$ cat config.mk
export PLATFORM = sky130hd
export DESIGN_NAME = clock_divider_sequencer
export DESIGN_NICKNAME = d
export VERILOG_FILES = /design/src/rtl/clock_divider_sequencer.sv
export SDC_FILE = /design/constraint.sdc
export NUM_CORES = 1
export LEC_CHECK = 0
export ABC_AREA = 1
export ABC_CLOCK_PERIOD_IN_PS = 4100
export CAP_MARGIN = 20
export CORE_UTILIZATION = 60
export CTS_CLUSTER_DIAMETER = 30
export DETAILED_ROUTE_END_ITERATION = 12
export GPL_ROUTABILITY_DRIVEN = 0
export GPL_TIMING_DRIVEN = 0
export PLACE_DENSITY = 0.86
export SETUP_SLACK_MARGIN = 0.05
export SYNTH_ARGS = -nofsm -noshare
export SYNTH_HDL_FRONTEND = slang
export SYNTH_SLANG_ARGS = --single-unit
$ cat constraint.sdc
create_clock -name clk -period 4.1 [get_ports clk]
set_clock_uncertainty 0.05 [all_clocks]
set_input_delay 0.615 -clock clk [delete_from_list [all_inputs] [get_ports clk]]
set_output_delay 0.615 -clock clk [all_outputs]
set_load 0.005 [all_outputs]
$ cat src/rtl/clock_divider_sequencer.sv
// Clock prescaler and reset sequencer for the RGBW controller core.
// Produces a runtime-programmable divided clock with a rising-edge tick,
// holds the downstream reset for a fixed startup window, and supports
// parking the divided clock low and a soft restart of the whole sequence.
module clock_divider_sequencer #(
    parameter int unsigned DIV_W          = 8,
    parameter int unsigned STARTUP_CYCLES = 128,
    parameter int unsigned STARTUP_W      = 8
) (
    input  logic             clk,
    input  logic             reset,
    input  logic [DIV_W-1:0] div_ratio,
    input  logic             en,
    input  logic             restart,
    output logic             clk_presc,
    output logic             tick,
    output logic             rst_n_out,
    output logic [1:0]       state
);

    typedef enum logic [1:0] {
        ST_INIT    = 2'd0,
        ST_STARTUP = 2'd1,
        ST_ACTIVE  = 2'd2,
        ST_PARKED  = 2'd3
    } state_t;

    localparam logic [STARTUP_W-1:0] STARTUP_LAST = STARTUP_W'(STARTUP_CYCLES);

    state_t               state_q;
    logic [DIV_W-1:0]     div_cnt;
    logic [DIV_W-1:0]     ratio_q;
    logic [STARTUP_W-1:0] startup_cnt;

    logic                 div_tc_c;
    logic                 park_c;
    logic [DIV_W-1:0]     div_cnt_nxt_c;
    logic [DIV_W-1:0]     ratio_nxt_c;
    logic                 presc_nxt_c;
    logic                 tick_nxt_c;

    assign state    = state_q;
    assign div_tc_c = (div_cnt == ratio_q);
    // Park only at the boundary that would start a new high half-period.
    assign park_c   = div_tc_c && !clk_presc && !en;

    // Free-running divider step; the ratio is sampled only at half-period boundaries.
    always_comb begin
        div_cnt_nxt_c = div_cnt + DIV_W'(1);
        ratio_nxt_c   = ratio_q;
        presc_nxt_c   = clk_presc;
        tick_nxt_c    = 1'b0;
        if (div_tc_c) begin
            div_cnt_nxt_c = '0;
            ratio_nxt_c   = div_ratio;
            presc_nxt_c   = ~clk_presc;
            tick_nxt_c    = ~clk_presc;
        end
    end

    // Sequencer FSM with registered divider and reset outputs.
    always_ff @(posedge clk) begin
        if (reset) begin
            state_q     <= ST_INIT;
            div_cnt     <= '0;
            ratio_q     <= '0;
            startup_cnt <= '0;
            clk_presc   <= 1'b0;
            tick        <= 1'b0;
            rst_n_out   <= 1'b0;
        end else if (restart && (state_q != ST_INIT)) begin
            state_q     <= ST_INIT;
            div_cnt     <= '0;
            startup_cnt <= '0;
            clk_presc   <= 1'b0;
            tick        <= 1'b0;
            rst_n_out   <= 1'b0;
        end else begin
            tick <= 1'b0;
            case (state_q)
                ST_INIT: begin
                    ratio_q     <= div_ratio;
                    div_cnt     <= '0;
                    startup_cnt <= '0;
                    clk_presc   <= 1'b0;
                    rst_n_out   <= 1'b0;
                    state_q     <= ST_STARTUP;
                end
                ST_STARTUP: begin
                    div_cnt   <= div_cnt_nxt_c;
                    ratio_q   <= ratio_nxt_c;
                    clk_presc <= presc_nxt_c;
                    tick      <= tick_nxt_c;
                    if (startup_cnt == STARTUP_LAST) begin
                        rst_n_out   <= 1'b1;
                        startup_cnt <= '0;
                        state_q     <= ST_ACTIVE;
                    end else begin
                        startup_cnt <= startup_cnt + STARTUP_W'(1);
                    end
                end
                ST_ACTIVE: begin
                    if (park_c) begin
                        div_cnt <= '0;
                        state_q <= ST_PARKED;
                    end else begin
                        div_cnt   <= div_cnt_nxt_c;
                        ratio_q   <= ratio_nxt_c;
                        clk_presc <= presc_nxt_c;
                        tick      <= tick_nxt_c;
                    end
                end
                ST_PARKED: begin
                    clk_presc <= 1'b0;
                    div_cnt   <= '0;
                    if (en) begin
                        ratio_q <= div_ratio;
                        state_q <= ST_ACTIVE;
                    end
                end
                default: begin
                    state_q <= ST_INIT;
                end
            endcase
        end
    end

endmodule

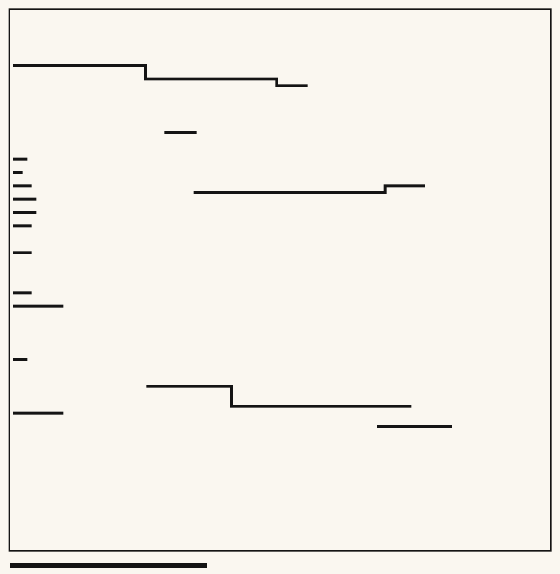
m3.png
Scale bar: 20 µm.
The layer holds 3.7% of the routed length. The layer carries 118 µm of wire.

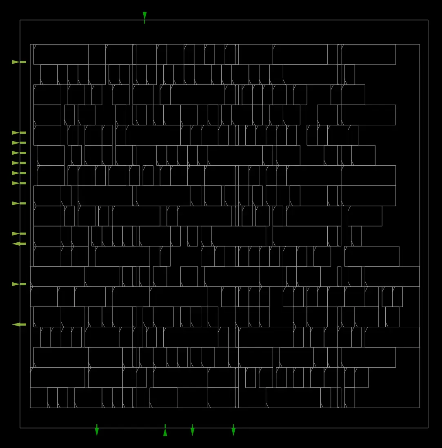
placed.png
number of fill cells: 218
Core ar.: 0.00257 mm²
Rows: 18
final core occ: 0.754

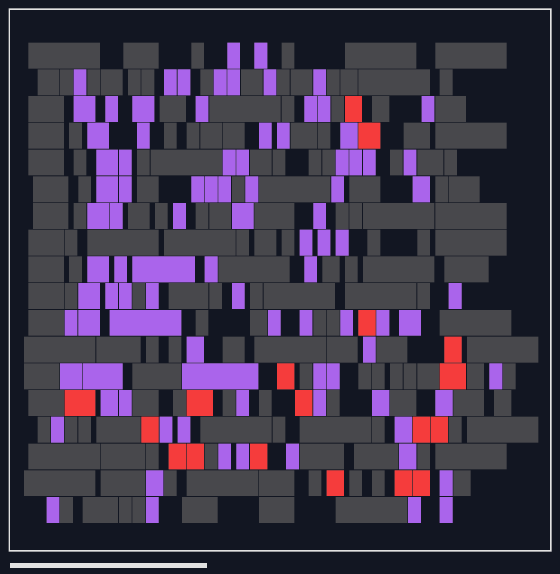
gates.png
Scale bar: 20 µm.
Key: purple = nand cells [cells 92]; red = aoi and oai cells [cells 18]

==> results.cfg <==
; synthesis and place-and-route metrics
[layout]
sh_seq_area = 0.300
comb_cells = 167
sh_comb_area = 0.464
drive_gt1_frac = 0.122
nets = 290
largest_cell_class = logic gates
final_cells = 301
flop-count = 29
clock_buffers = 7

[clocking]
cts-hold-fix-buffers = 0
cts_tree = built
htreeDepth = 2

[yosys]
compound_area_frac = 0.0595
synth_area_mm2 = 0.00168
synth.distinct_cells = 33
mux_area_frac = 0
yosys_area_mm2 = 0.00168
xor_share = 0.0312
synth_warnings = 0
synth_flop_count = 29

[setup_path]
criticalPathCategory = input pin to flip-flop
path_buffers = 4

[floorplan]
fp.dieH_um = 55.0
ios = 17
floorplan.core_util = 0.655

[drt]
routed.top_layer = met4
drt_pass1_iterations = 5
first_iter_violations = 30
drt-met1-wl_um = 1630
ant_nets = 0

[grt]
grtUsageMet1 = 0.322
grt_use_total = 0.239
overflow = 0

[outcome]
outcome = finished clean

[sta]
setup_slack_ns = 2.17
clock.fmax_mhz = 517
hold_violations = 0
whs_ns = 0.424

[hold_path]
hold_class = flip-flop to flip-flop

[pwr]
p_total_mw = 1.08
p_per_area_mw_per_mm2 = 560

[placed_design]
dpl-instance-area_mm2 = 0.00188
hpwl_um = 2340
==> registers in the layout (all words and copies together) (netlist names) <==
register     cells
clk_presc        1
div_cnt          8
ratio_q          8
rst_n_out        1
startup_cnt      8
state            2
tick             1
==> path summary, 6_finish.rpt <==
check | from | endpoint | slack (ns) | depth (start not counted)
setup / recovery | reset | div_cnt[7] | 2.17 | 8
hold / removal | div_cnt[0] | div_cnt[0] | 0.42 | 1
setup reg to reg | state[0] | div_cnt[4] | 2.23 | 10
hold reg to reg | div_cnt[0] | div_cnt[0] | 0.42 | 1
==> report_power, final <==
part | internal [mW] | switching, mW | total [mW]
combinational | 0.197 | 0.338 | 0.535
clock | 0.0808 | 0.0994 | 0.180
sequential | 0.332 | 0.0366 | 0.369
